**config.mk**
```make
export PLATFORM = sky130hd
export DESIGN_NAME = spi_cmd_decoder
export DESIGN_NICKNAME = d
export VERILOG_FILES = /design/src/rtl/spi_pkg.sv /design/src/rtl/sync2_edge.sv /design/src/rtl/spi_cmd_decoder.sv
export SDC_FILE = /design/constraint.sdc
export NUM_CORES = 1
export LEC_CHECK = 0
export ABC_CLOCK_PERIOD_IN_PS = 2100
export CAP_MARGIN = 10
export CORE_ASPECT_RATIO = 0.5
export CORE_MARGIN = 3
export CORE_UTILIZATION = 40
export DETAILED_ROUTE_END_ITERATION = 10
export PLACE_DENSITY = 0.65
export SLEW_MARGIN = 15
export SYNTH_ARGS = -nofsm -noshare
export SYNTH_HDL_FRONTEND = slang
export SYNTH_HIERARCHICAL = 1
export SYNTH_SLANG_ARGS = --single-unit
export TNS_END_PERCENT = 10
```
**constraint.sdc**
```tcl
create_clock -name sys_clk -period 2.1 [get_ports sys_clk]
set_clock_uncertainty 0.1 [all_clocks]
set_input_delay 0.63 -clock sys_clk [delete_from_list [all_inputs] [get_ports sys_clk]]
set_output_delay 0.63 -clock sys_clk [all_outputs]
set_load 0.01 [all_outputs]
```
**src/rtl/spi_pkg.sv**
```systemverilog
// Shared definitions for the SPI command decoder: opcodes, FSM states
// and the default bus address width.
package spi_pkg;

    // 128 KB memory window; bit 16 of the address comes from the command byte
    localparam int DEF_ADDR_WIDTH = 17;

    // Command opcode, taken from bits [7:6] of the command byte
    typedef logic [1:0] op_t;

    localparam op_t OP_WRITE      = 2'b00;
    localparam op_t OP_READ       = 2'b01;
    localparam op_t OP_WRITE_NEXT = 2'b10;
    localparam op_t OP_READ_NEXT  = 2'b11;

    // Frame parser states
    typedef enum logic [2:0] {
        ST_IDLE,
        ST_DATA,
        ST_ADDR_HI,
        ST_ADDR_LO,
        ST_REQ
    } state_t;

endpackage

```
**src/rtl/sync2_edge.sv**
```systemverilog
// N-stage synchronizer for an asynchronous level, with single-cycle
// rising and falling edge pulses derived from the synchronized level.
module sync2_edge #(
    parameter int   STAGES    = 2,
    parameter logic RESET_VAL = 1'b0
) (
    input  logic clk,
    input  logic rst_n,
    input  logic async_in,
    output logic sync_out,
    output logic rise,
    output logic fall
);

    logic [STAGES-1:0] sync_q;
    logic              prev_q;

    // Shift the async input through the synchronizer chain and remember the last synchronized level
    always_ff @(posedge clk or negedge rst_n) begin
        if (!rst_n) begin
            sync_q <= {STAGES{RESET_VAL}};
            prev_q <= RESET_VAL;
        end else begin
            sync_q <= {sync_q[STAGES-2:0], async_in};
            prev_q <= sync_q[STAGES-1];
        end
    end

    // Edge pulses last exactly one cycle, the cycle after the synchronized level changes
    always_comb begin
        sync_out = sync_q[STAGES-1];
        rise     = sync_q[STAGES-1] & ~prev_q;
        fall     = ~sync_q[STAGES-1] & prev_q;
    end

endmodule

```
**src/rtl/spi_cmd_decoder.sv**
```systemverilog
// Turns the byte stream from spi_slave into single-byte request/acknowledge
// memory accesses in the sys_clk domain. Parses command frames, keeps an
// auto-incrementing address for streaming access and returns read data on
// spi_tx for the next SPI reply byte.
module spi_cmd_decoder
    import spi_pkg::*;
#(
    parameter int ADDR_WIDTH  = DEF_ADDR_WIDTH,
    parameter int SYNC_STAGES = 2
) (
    input  logic                  sys_clk,
    input  logic                  reset_n,
    input  logic                  spi_cs_n,
    input  logic [7:0]            spi_rx,
    input  logic                  spi_done,
    output logic                  bus_req,
    output logic                  bus_rw_n,
    output logic [ADDR_WIDTH-1:0] bus_addr,
    output logic [7:0]            bus_wr_data,
    input  logic                  bus_ack,
    input  logic [7:0]            bus_rd_data,
    output logic [7:0]            spi_tx,
    output logic                  overrun
);

    state_t                state;
    state_t                state_next;
    op_t                   cmd_op;
    logic                  cmd_a16;
    logic                  done_rise;
    logic                  done_level_unused;
    logic                  done_fall_unused;
    logic                  cs_sync;
    logic                  cs_rise;
    logic                  cs_fall;
    logic                  byte_valid;
    logic                  access_done;
    logic [ADDR_WIDTH-1:0] addr_hi_load;

    sync2_edge #(
        .STAGES    (SYNC_STAGES),
        .RESET_VAL (1'b0)
    ) u_done_sync (
        .clk      (sys_clk),
        .rst_n    (reset_n),
        .async_in (spi_done),
        .sync_out (done_level_unused),
        .rise     (done_rise),
        .fall     (done_fall_unused)
    );

    sync2_edge #(
        .STAGES    (SYNC_STAGES),
        .RESET_VAL (1'b1)
    ) u_cs_sync (
        .clk      (sys_clk),
        .rst_n    (reset_n),
        .async_in (spi_cs_n),
        .sync_out (cs_sync),
        .rise     (cs_rise),
        .fall     (cs_fall)
    );

    // A byte counts only while chip select is active; the access finishes on the acknowledged REQ cycle
    always_comb begin
        byte_valid  = done_rise & ~cs_sync;
        access_done = (state == ST_REQ) & bus_ack;
    end

    // Address as it looks after loading the high byte: A16 from the command, bits [15:8] from the wire
    always_comb begin
        addr_hi_load       = bus_addr;
        addr_hi_load[16]   = cmd_a16;
        addr_hi_load[15:8] = spi_rx;
    end

    // FSM state register
    always_ff @(posedge sys_clk or negedge reset_n) begin
        if (!reset_n) begin
            state <= ST_IDLE;
        end else begin
            state <= state_next;
        end
    end

    // FSM next state: walk the frame byte by byte; chip select rising drops a partial frame but never a pending access
    always_comb begin
        state_next = state;
        case (state)
            ST_IDLE: begin
                if (byte_valid) begin
                    case (op_t'(spi_rx[7:6]))
                        OP_READ_NEXT: state_next = ST_REQ;
                        OP_READ:      state_next = ST_ADDR_HI;
                        default:      state_next = ST_DATA;
                    endcase
                end
            end
            ST_DATA: begin
                if (cs_rise) begin
                    state_next = ST_IDLE;
                end else if (byte_valid) begin
                    state_next = (cmd_op == OP_WRITE) ? ST_ADDR_HI : ST_REQ;
                end
            end
            ST_ADDR_HI: begin
                if (cs_rise) begin
                    state_next = ST_IDLE;
                end else if (byte_valid) begin
                    state_next = ST_ADDR_LO;
                end
            end
            ST_ADDR_LO: begin
                if (cs_rise) begin
                    state_next = ST_IDLE;
                end else if (byte_valid) begin
                    state_next = ST_REQ;
                end
            end
            ST_REQ: begin
                if (bus_ack) begin
                    state_next = ST_IDLE;
                end
            end
            default: state_next = ST_IDLE;
        endcase
    end

    // FSM outputs: the request is held for as long as the FSM sits in REQ
    always_comb begin
        bus_req = (state == ST_REQ);
    end

    // Datapath: capture frame fields as bytes arrive, then bump the address and catch read data on the acknowledge
    always_ff @(posedge sys_clk or negedge reset_n) begin
        if (!reset_n) begin
            cmd_op      <= OP_WRITE;
            cmd_a16     <= 1'b0;
            bus_rw_n    <= 1'b1;
            bus_addr    <= '0;
            bus_wr_data <= 8'h00;
            spi_tx      <= 8'h00;
        end else begin
            if (byte_valid) begin
                case (state)
                    ST_IDLE: begin
                        cmd_op   <= op_t'(spi_rx[7:6]);
                        cmd_a16  <= spi_rx[0];
                        bus_rw_n <= spi_rx[6];
                    end
                    ST_DATA:    bus_wr_data   <= spi_rx;
                    ST_ADDR_HI: bus_addr      <= addr_hi_load;
                    ST_ADDR_LO: bus_addr[7:0] <= spi_rx;
                    default: ;
                endcase
            end
            if (access_done) begin
                bus_addr <= bus_addr + ADDR_WIDTH'(1);
                if (bus_rw_n) begin
                    spi_tx <= bus_rd_data;
                end
            end
        end
    end

    // Sticky overrun: a byte landing while an access is still pending is lost; cleared when a new frame starts
    always_ff @(posedge sys_clk or negedge reset_n) begin
        if (!reset_n) begin
            overrun <= 1'b0;
        end else if (cs_fall) begin
            overrun <= 1'b0;
        end else if (byte_valid && (state == ST_REQ)) begin
            overrun <= 1'b1;
        end
    end

endmodule

```
==> results.toml, run 1 <==
# synthesis and place-and-route metrics
[finish]
drive_gt1_share_pct = 24.29
design_area_um2 = 3286
logic_area_um2 = 1096
regMostFlops = "bus_addr"
largest_register_ffs = 17
layout.cells.most_common = "clkdlybuf4s50_1"
final-clk-cell-share_pct = 5.864
clkbuf_count = 5
seq-cell-share_pct = 36.21
seq_cell_count = 47
comb_area_share_pct = 33.36
nonClockInverterCount = 2
lay_top_cells = "clkdlybuf4s50_1, dfrtp_1, buf_4, nor2_1, mux2_2"
num-nets-final = 301

[setup_path]
regToRegSetupSlack_ns = 0.15
criticalPathCategory = "register to primary output"
r2r_cells = 5
crit_fanout = 6
cp_top_family = "buffers and inverters"
required_ns = 1.37

[logic_synthesis]
syn_area_um2 = 2350

[final_timing]
finalHoldViolCount = 0
period_needed_ns = 2.049
rsz0062_at_grt = "no"

[route]
drt-wirelength-per-cell_um = 16.64
dr.pass1.iters = 4
dr_wl_met2_mm = 2.844
via_per_inst = 5.612

[clocking]
h-tree-depth = 2
cts_buffers = 5
cts-root-buf = "clkbuf_16"
ctsHoldBuffers = 0
cts.clk_slew.worst_paths_ns = 0.06
cts_max_path_buffers = 2

[power]
switching_power_uw = 1187
switching_share_pct = 30.82
pwr-share-seq_pct = 39.3
peakVddDrop_mv = 0.5919
p_comb_share_pct = 33.9
p_comb_uw = 1310
power-top-group = "sequential cells"

[place]
port_buffers = 56
gp_congestion = 0.9382
dp_hpwl_mm = 4.260

[floorplanning]
core_area_um2 = 5587
floorplan.core_util_pct = 42.06

[outcome]
outcome = "finished clean"

[global_routing]
met3_usage_pct = 4.247
grt_pass1_vias = 1982
grt_usage_pct = 17.85
antenna_found_initial = 0
top_usage_layer = "met2"

[job]
warnings = 26
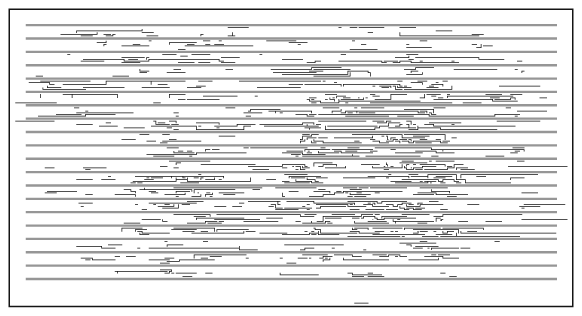
Run 1: the metal 1 layer
Supply wires on this layer in grey.
main direction: horizontal
longest straight run: 22.5 um
Vias: 1981
met1 Usage GRT: 23.78%
drt total wl: 5.874 mm

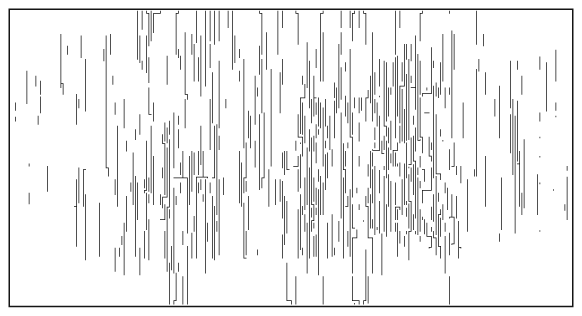
Run 1: met2 routing
wire length on this layer: 2840 um
share of all routed wire: 48%
nets with wire on the layer: 267
main direction: vertical
longest straight run: 26.9 um

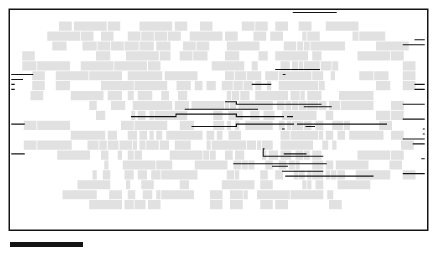
Run 1: M3 wires
Bar = 20 um. Cells faint in the background.
nets with wire on the layer: 33
longest straight run: 25.3 um

==> run 2: changes to the inputs <==
Settings changed: CTS_CLUSTER_DIAMETER set to 200.
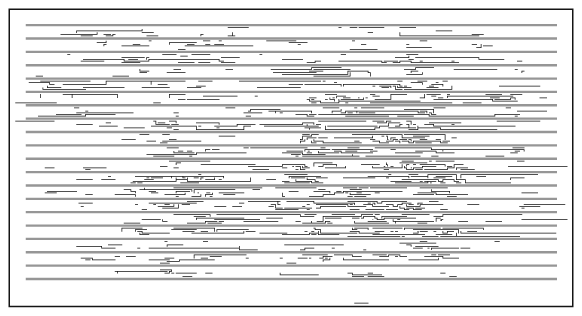
Run 2: the metal 1 layer
Supply wires on this layer in grey.

==> run 2 against run 1 <==
Against the previous run:
- flip-flop count unchanged
- first-iteration DRC count unchanged
- synthesized cell count is the same
- global-route usage stayed put
- sequential share of layout area unchanged
- largest power group unchanged
- critical path depth unchanged
- sequential power about the same
==> results.toml, run 2 <==
# synthesis and place-and-route metrics
[finish]
num-nets-final = 301
largest_register_ffs = 17
layout.cells.most_common = "clkdlybuf4s50_1"
design_area_um2 = 3286
lay_top_cells = "clkdlybuf4s50_1, dfrtp_1, buf_4, nor2_1, mux2_2"
logic_area_um2 = 1096
seq_cell_count = 47
comb_area_share_pct = 33.36
drive_gt1_share_pct = 24.29
final-clk-cell-share_pct = 5.864

[power]
switching_power_uw = 1187
pwr-share-seq_pct = 39.3
peakVddDrop_mv = 0.5919
p_comb_uw = 1310

[setup_path]
r2r_cells = 5
criticalPathCategory = "register to primary output"
regToRegSetupSlack_ns = 0.15
crit_fanout = 6
cp_top_family = "buffers and inverters"

[route]
drt-wirelength-per-cell_um = 16.64
dr.pass1.iters = 4

[global_routing]
use_met1_pct = 23.78
met3_usage_pct = 4.247
antenna_found_initial = 0
top_usage_layer = "met2"
grt_usage_pct = 17.85

[final_timing]
period_needed_ns = 2.049

[clocking]
h-tree-depth = 2
cts.clk_slew.worst_paths_ns = 0.06
cts-root-buf = "clkbuf_16"

[place]
dp_hpwl_mm = 4.260
port_buffers = 56
gp_congestion = 0.9382

[floorplanning]
core_area_um2 = 5587

[outcome]
outcome = "finished clean"
Power and IR drop assume default switching activity.
